<file path="src/rtl/gather_arb_pkg.sv">
// ============================================================
// gather_arb_pkg : shared constants for gather_arbiter
// Rev 1.0
// ============================================================
`default_nettype none

// Vector geometry normally arrives from params.svh; defaults keep the slice standalone.
`ifndef XW
`define XW 4
`endif
`ifndef QW
`define QW 8
`endif

package gather_arb_pkg;

  localparam int NREQ_DEF = 4;
  localparam int STAT_W   = 32;
  localparam int VEC_W    = `XW * `QW;

  typedef logic [0:0] arb_state_t;
  localparam arb_state_t ST_IDLE = 1'b0;
  localparam arb_state_t ST_LOCK = 1'b1;

endpackage

`default_nettype wire

</file>
<file path="src/rtl/gather_arbiter_rr_pick.sv">
// ============================================================
// rr_pick : combinational round-robin winner, search starts at i_ptr
// Rev 1.0
// ============================================================
`default_nettype none

module rr_pick import gather_arb_pkg::*; #(
  parameter int NREQ = NREQ_DEF,
  parameter int PW   = $clog2(NREQ)
) (
  input  logic [NREQ-1:0] i_req,
  input  logic [PW-1:0]   i_ptr,
  output logic [NREQ-1:0] o_grant
);

  logic [NREQ-1:0] w_mask;
  logic [NREQ-1:0] w_hi;
  logic [NREQ-1:0] w_pool;

  // Prefer requesters at or above the pointer; wrap to the full set otherwise.
  assign w_mask  = ~((NREQ'(1) << i_ptr) - NREQ'(1));
  assign w_hi    = i_req & w_mask;
  assign w_pool  = (|w_hi) ? w_hi : i_req;
  assign o_grant = w_pool & (~w_pool + NREQ'(1));

endmodule

`default_nettype wire

</file>
<file path="src/rtl/gather_arbiter.sv">
// ============================================================
// gather_arbiter : round-robin burst gather of requester vectors onto
//   one tile port. Define GATHER_ARB_STAT_EN for per-requester beat stats.
// Rev 1.0
// ============================================================
`default_nettype none

module gather_arbiter import gather_arb_pkg::*; #(
  parameter int NREQ = NREQ_DEF,
  parameter int BW   = 8
) (
  input  logic                     clk_tl,
  input  logic                     rstn_tl,
  input  logic [NREQ*VEC_W-1:0]    req_data_i,
  input  logic [NREQ-1:0]          req_valid_i,
  output logic [NREQ-1:0]          req_ready_o,
  input  logic [BW-1:0]            cfg_burst_i,
  output logic [VEC_W-1:0]         tl_data_o,
  output logic                     tl_valid_o,
  input  logic                     tl_ready_i,
  output logic [NREQ-1:0]          grant_o,
  output logic [NREQ*STAT_W-1:0]   stat_beats_o
);

  localparam int PW = $clog2(NREQ);

  arb_state_t        r_state;
  logic [NREQ-1:0]   r_grant;
  logic [PW-1:0]     r_ptr;
  logic [BW-1:0]     r_beats;
  logic [VEC_W-1:0]  r_data;
  logic              r_valid;

  logic [NREQ-1:0]   w_win;
  logic [NREQ-1:0]   w_xfer_vec;
  logic              w_can_accept;
  logic              w_xfer;
  logic              w_last;
  logic [BW-1:0]     w_burst_load;
  logic [VEC_W-1:0]  w_sel_data;
  logic [PW-1:0]     w_next_ptr;

  rr_pick #(
    .NREQ (NREQ),
    .PW   (PW)
  ) u_rr_pick (
    .i_req   (req_valid_i),
    .i_ptr   (r_ptr),
    .o_grant (w_win)
  );

  assign w_can_accept = (r_state == ST_LOCK) & (~r_valid | tl_ready_i);
  assign req_ready_o  = r_grant & {NREQ{w_can_accept}};
  assign w_xfer_vec   = req_ready_o & req_valid_i;
  assign w_xfer       = |w_xfer_vec;
  assign w_last       = (r_beats == BW'(1));
  assign w_burst_load = (cfg_burst_i == '0) ? BW'(1) : cfg_burst_i;

  always_comb begin
    w_sel_data = '0;
    w_next_ptr = '0;
    for (int i = 0; i < NREQ; i++) begin
      if (r_grant[i]) begin
        w_sel_data = req_data_i[i*VEC_W +: VEC_W];
        w_next_ptr = (i == NREQ-1) ? '0 : PW'(i + 1);
      end
    end
  end

  // Burst length is captured once at grant; later cfg changes do not reach r_beats.
  always_ff @(posedge clk_tl or negedge rstn_tl) begin
    if (!rstn_tl) begin
      r_state <= ST_IDLE;
      r_grant <= '0;
      r_ptr   <= '0;
      r_beats <= '0;
    end else begin
      case (r_state)
        ST_IDLE: begin
          if (|req_valid_i) begin
            r_grant <= w_win;
            r_beats <= w_burst_load;
            r_state <= ST_LOCK;
          end
        end
        ST_LOCK: begin
          if (w_xfer) begin
            r_beats <= r_beats - BW'(1);
            if (w_last) begin
              r_state <= ST_IDLE;
              r_grant <= '0;
              r_ptr   <= w_next_ptr;
            end
          end
        end
        default: r_state <= ST_IDLE;
      endcase
    end
  end

  always_ff @(posedge clk_tl or negedge rstn_tl) begin
    if (!rstn_tl) begin
      r_data  <= '0;
      r_valid <= 1'b0;
    end else if (w_xfer) begin
      r_data  <= w_sel_data;
      r_valid <= 1'b1;
    end else if (tl_ready_i) begin
      r_valid <= 1'b0;
    end
  end

  assign tl_data_o  = r_data;
  assign tl_valid_o = r_valid;
  assign grant_o    = r_grant;

`ifdef GATHER_ARB_STAT_EN
  for (genvar gi = 0; gi < NREQ; gi++) begin : g_stat
    logic [STAT_W-1:0] r_cnt;

    always_ff @(posedge clk_tl or negedge rstn_tl) begin
      if (!rstn_tl) begin
        r_cnt <= '0;
      end else if (w_xfer_vec[gi] && (r_cnt != '1)) begin
        r_cnt <= r_cnt + STAT_W'(1);
      end
    end

    assign stat_beats_o[gi*STAT_W +: STAT_W] = r_cnt;
  end
`else
  assign stat_beats_o = '0;
`endif

endmodule

`default_nettype wire

</file>
<file path="config.mk">
export PLATFORM = sky130hd
export DESIGN_NAME = gather_arbiter
export DESIGN_NICKNAME = d
export VERILOG_FILES = /design/src/rtl/gather_arb_pkg.sv /design/src/rtl/gather_arbiter_rr_pick.sv /design/src/rtl/gather_arbiter.sv
export SDC_FILE = /design/constraint.sdc
export NUM_CORES = 1
export LEC_CHECK = 0
export CORE_AREA = 4 4 120 122
export DETAILED_ROUTE_END_ITERATION = 16
export DIE_AREA = 0 0 124 126
export PLACE_DENSITY = 0.77
export SYNTH_ARGS = -nofsm -noshare
export SYNTH_HDL_FRONTEND = slang
export SYNTH_SLANG_ARGS = --single-unit
</file>
<file path="constraint.sdc">
create_clock -name clk_tl -period 3.3 [get_ports clk_tl]
set_input_delay 0.66 -clock clk_tl [delete_from_list [all_inputs] [get_ports clk_tl]]
set_output_delay 0.66 -clock clk_tl [all_outputs]
set_load 0.02 [all_outputs]
</file>
run_1/congestion.png
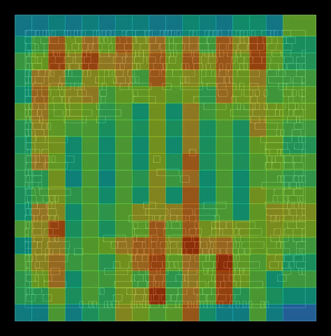
drt wl/cell: 15.4 um
Final Util: 42.8%

run_1/detail.png
Window x 50 to 75, y 25 to 50 um. Cells in grey, sequential cells in the stronger grey; small squares are vias.
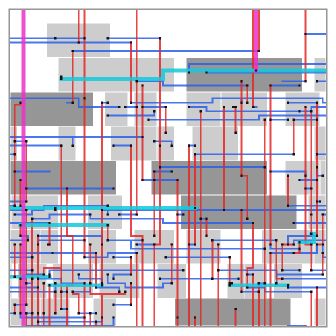
- blue: metal 1
- magenta: metal 4
- cyan: metal 3
- red: metal 2
- netlist names of flops here include: grant_o (2)
- cells with their middle in the window: 38
- most frequent: dfrtp_1 (5)
- sequential cells in the window: 6

run_1/flops_by_reg.png
(2 px per um) Other sequential cells in the stronger grey, the rest of the logic in the fainter grey.
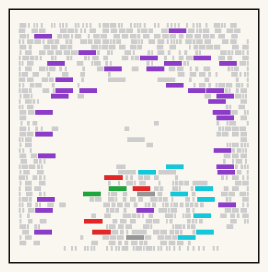
- purple: tl_data_o (flops 32)
- cyan: r_beats (flops 8; where south-east)
- red: grant_o (flops 4; where south)
- green: r_ptr (flops 2)

run_1/logic_types.png
(2 px per um)
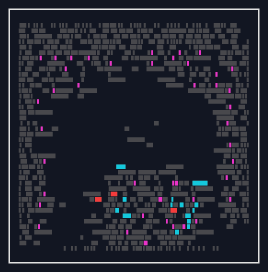
- red: mux cells (cells 3)
- cyan: nor cells (cells 14)
- magenta: nand cells (cells 43; where widely spread)

==> impl_metrics.ini, run 1 <==
; yosys + openroad results
[cells_and_area]
layout-drive-gt1-share_pct = 3.36
final_cell_mix = clkdlybuf4s50_1 (182), conb_1 (128), dfrtp_1 (45)
final_common_cell = clkdlybuf4s50_1

[sta]
finClkSkew_ns = 0.00717
slew_viol_final = 0
period_minus_slack_ns = 2.80
final_hold_viol_count = 0
period_used_pct = 85.0
fin_ws_ns = 0.496

[global_route]
grt_pass1_wl_um = 18500
grt.overflow.total = 0
antenna_found_initial = 0
grt_pass1_vias = 3588

[worst_setup_path]
cp.required_ns = 2.64
endpoint_kind = output port
cp-start-kind = primary input

[floorplan]
fp.dieW_um = 124
die_area_um2 = 15600
fp-utilization_pct = 30.6
die-height_um = 126

[placement]
dp_slack_ns = 0.499
place_hpwl_um = 9640

[pwr]
peakVddDrop_mv = 0.214
p_clk_share_pct = 15.5
power_frac_comb_pct = 54.3

[synthesis]
synth_flops = 48
ys_area_um2 = 4040

[clock_tree]
cts_resized = 0
cts.htree.levels = 2
cts_tree = done
cts.sink_count = 48
cts-root-buf = clkbuf_16

[drt]
avgViaCountPerCell = 4.46
drcViolationCount = 0

[status]
outcome = complete, no violations
[run 1: registers in the layout, summed over array words and instances (netlist names)]
name	count
tl_data_o	32
r_beats	8
grant_o	4
r_ptr	2
r_state	1
tl_valid_o	1
[run 1: critical path, cell delays in order]
cell and delay [ns]:
clkdlybuf4s50_1 0.44, nand2b_1 0.23, and3_1 0.19, clkdlybuf4s50_1 0.61
[run 1: metal layers]
layer / GRT usage (%) / vias up / share of wire [%]
met5: 0 / - / 0
met4: 2.90 / 0 / 0.80
met3: 3.09 / 6 / 8.8
met2: 28.0 / 181 / 53
met1: 17.4 / 1727 / 37
li1: - / 1794 / -
[run 1: stage by stage]
step           hold slack [ns]  total power (uW)  instances  instance area, um2  util, %
2_1_floorplan            0.364              2110        621                4520        -
3_3_place_gp             0.460              2710        823                5510     41.8
3_5_place_dp             0.471              2740        823                5510     41.8
4_1_cts                  0.485              3260        831                5650     42.8
5_1_grt                  0.506              3480        831                5650     42.8
6_report                 0.475              3220        831                5650     42.8
[run 1: final cells by class]
cell class	count	area, um2
multi-input combinational	369	2060
fill	1364	7540
clock buffer	7	133
clock inverter	1	5.00
sequential	48	1200
inverter	40	150
tap	176	220
timing repair buffer	190	1880
[run 1: cell usage after synthesis, drive strengths merged]
cell type  number  area (um2)
a22o            2        17.5
o2bb2ai         2        17.5
or2             2        12.5
o31ai           3        22.5
a221o          31         310
nand3           2        10.0
o22ai           3        18.8
nor2            3        11.3
inv            40         150
a211oi          1        7.51
o21ai          41         205
and2            2        12.5
and3            4        25.0
a32oi           1        8.76
a32o            3        30.0
nor3            1        5.00
a31oi           2        12.5
clkbuf         20        75.1
or4             3        22.5
conb            1        3.75
ha              2        25.0
nand2b          2        12.5
o41a            1        11.3
a21oi          35         175
nor4            5        52.6
a21boi          1        7.51
nor2b           4        25.0
nand2          39         146
a221oi          1        8.76
or3             2        12.5
mux2i           3        30.0
nor4b           1        8.76
a22oi          33         248
buf           144        1050
dfrtp          48        1200
a21o            2        15.0
o21bai          2        15.0
o211ai          2        20.0
[run 1: path summary, 6_finish.rpt]
kind	startpoint	end	cells after the start
worst min-delay path	rstn_tl	tl_valid_o	1
worst max-delay path	tl_ready_i	req_ready_o[0]	4
worst max register to register	grant_o[1]	tl_data_o[0]	4
max in group asynchronous	rstn_tl	tl_data_o[21]	2
worst min register to register	tl_data_o[11]	tl_data_o[11]	2
min in group clk_tl	tl_data_o[11]	tl_data_o[11]	2
[run 1: kinds of logic after synthesis]
logic type / Yosys count / share of synthesized area, %
AND-OR/OR-AND: 166 / 28.5
adder cells (fa/ha/maj): 2 / 0.619
buffers and inverters: 204 / 31.5
flip-flops: 48 / 29.7
multiplexers: 3 / 0.743
other: 1 / 0.0928
AND/OR/NAND/NOR: 70 / 8.83
[run 1: power by group through the flow]
stage / sequential (uW) / clock (uW) / combinational, uW
3_5_place_dp: 982 / 0 / 1760
4_1_cts: 975 / 523 / 1770
5_1_grt: 1010 / 553 / 1920
6_report: 975 / 499 / 1750
3_3_place_gp: 976 / 0 / 1740
2_1_floorplan: 1150 / 0 / 968
==> run 1 -> run 2 <==
--- a/config.mk
+++ b/config.mk
@@ -5,10 +5,11 @@
 export SDC_FILE = /design/constraint.sdc
 export NUM_CORES = 1
 export LEC_CHECK = 0
-export CORE_AREA = 4 4 120 122
+export CORE_ASPECT_RATIO = 1.1
+export CORE_MARGIN = 4
+export CORE_UTILIZATION = 31
 export DETAILED_ROUTE_END_ITERATION = 16
-export DIE_AREA = 0 0 124 126
-export PLACE_DENSITY = 0.77
+export PLACE_DENSITY = 0.81
 export SYNTH_ARGS = -nofsm -noshare
 export SYNTH_HDL_FRONTEND = slang
 export SYNTH_SLANG_ARGS = --single-unit
==> constraint.sdc (replaced) <==
create_clock -name clk_tl -period 2.4 [get_ports clk_tl]
set_input_delay 0.48 -clock clk_tl [delete_from_list [all_inputs] [get_ports clk_tl]]
set_output_delay 0.48 -clock clk_tl [all_outputs]
set_load 0.02 [all_outputs]
run_2/flops_by_reg.png
(2 px per um) Other sequential cells in the stronger grey, the rest of the logic in the fainter grey.
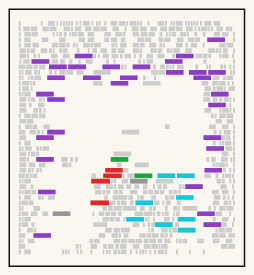
- cyan: r_beats (flops 8)
- red: grant_o (flops 4)
- green: r_ptr (flops 2)
- purple: tl_data_o (flops 32)
- not coloured: 2

run_2/detail.png
Window x 46 to 71, y 26 to 51 um. Cells in grey, sequential cells in the stronger grey; small squares are vias.
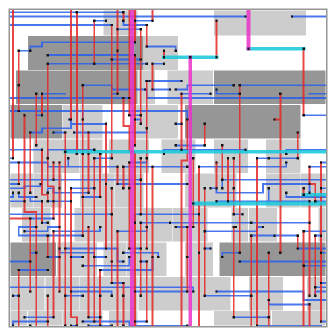
- blue: metal 1
- cyan: metal 3
- magenta: metal 4
- red: metal 2
- netlist names of flops here include: grant_o (2)
- cells with their middle in the window: 41
- most frequent: buf_4 (6), dfrtp_1 (4)
- sequential cells in the window: 5

==> run 2 against run 1 <==
Against the previous run:
- total power rose by 40%
- clock power rose by 44%
- wire length down 4.0%
- first-iteration DRC count is 12% lower
- non-clock buffer count up 9
- sequential share of layout area shrank 0.34 points
- critical path depth did not move
- count of clock-buffer cells in the layout is 1 lower
- cell count decreased by 1.2%
- combinational power is about 40% higher
- core utilization is 2.4 points higher
- critical path type unchanged
- largest power group unchanged
==> impl_metrics.ini, run 2 <==
; yosys + openroad results
[synthesis]
edf_count = 0
synthAdderAreaFrac_pct = 0.619
mux_share_pct = 0.743
synthXorXnorAreaFrac_pct = 0
logic_family = buffers and inverters
synth.cellmix.compoundShare_pct = 28.5
flop_cell = dfrtp_1
synthArstFlopShare_pct = 100
synth_flops = 48

[cells_and_area]
design_area_um2 = 5740
final_common_cell = clkdlybuf4s50_1
layout-drive-gt1-share_pct = 5.12

[clock_tree]
cts.sink_count = 48
cts.htree.levels = 2

[pwr]
power.total_uw = 4510

[placement]
place_hpwl_um = 9680

[worst_setup_path]
cp.required_ns = 1.92
slowest_delay_ns = 0.60
cpMostUsedCell = clkdlybuf4s50_1
crit_end = req_ready_o[0]
endpoint_kind = output port
path_delay_family = buffers and inverters

[sta]
period_minus_slack_ns = 2.32
finClkSkew_ns = 0.00506

[floorplan]
fp-utilization_pct = 31.8

[drt]
wire_per_inst_um = 15.0

[status]
outcome = complete, no violations
==> run 2: cell types whose count changed in the layout (fill, tap and decap cells not counted) <==
cell,delta
nand2b_2,+1
nand2b_1,-1
clkdlybuf4s50_1,-3
clkbuf_1,-2
buf_4,+6
dlygate4sd2_1,+3
clkbuf_8,+1
clkinv_2,+1
buf_12,+3
==> run 2: how the worst min path moves through the flow <==
| stage | start | endpoint | slack, ns | cells after the start |
|---|---|---|---|---|
| final | rstn_tl | tl_valid_o | 0.18 | 1 |
| after CTS | rstn_tl | tl_data_o[15] | 0.19 | 1 |
| after global placement | tl_data_o[5] | tl_data_o[5] | 0.46 | 2 |
| after floorplan | rstn_tl | grant_o[0] | 0.18 | 0 |
| after global routing | rstn_tl | tl_valid_o | 0.22 | 1 |
| after detailed placement | tl_data_o[23] | tl_data_o[23] | 0.47 | 2 |
==> run 2: final cells by class <==
| cell class | instances | area [um2] |
|---|---|---|
| Clock buffer | 6 | 139 |
| Clock inverter | 2 | 10.0 |
| Fill cell | 1247 | 6950 |
| Inverter | 40 | 150 |
| Multi-Input combinational cell | 369 | 2060 |
| Sequential cell | 48 | 1200 |
| Tap cell | 157 | 196 |
| Timing Repair Buffer | 199 | 1980 |
==> run 2: logic make-up (layout without fill, tap and decap cells) <==
| logic type | after synthesis | in the layout |
|---|---|---|
| compound gates | 166 | 166 |
| fa+ha+maj | 2 | 2 |
| flops | 48 | 48 |
| other cells | 1 | 128 |
| buf+inv | 204 | 247 |
| simple gates | 70 | 70 |
| mux | 3 | 3 |
==> run 2: where the power goes <==
group          internal, uW  switching, uW
registers              1100            238
logic                  1110           1340
clock network           411            305
==> run 2: per-stage QoR <==
stage / TNS (ns) / utilization (%) / instances / setup slack (ns)
detailed placement: -0.0106 / 44.1 / 813 / -0.00879
global placement: -0.00212 / 44.1 / 813 / -0.00212
CTS: 0 / 45.2 / 821 / 0.000261
floorplan: 0 / - / 621 / 0.453
finish: 0 / 45.2 / 821 / 0.0823
global route: 0 / 45.2 / 821 / 0.0202
==> run 2: metal layers <==
metal  GRT usage (%)  routed length, um  vias up
met5               0                  0        -
met4            4.05                154        0
met3            3.16               1150        9
met2            27.5               6470      208
met1            17.1               4530     1737
li1                -                  -     1814
Power is estimated from default activity; no workload was simulated.
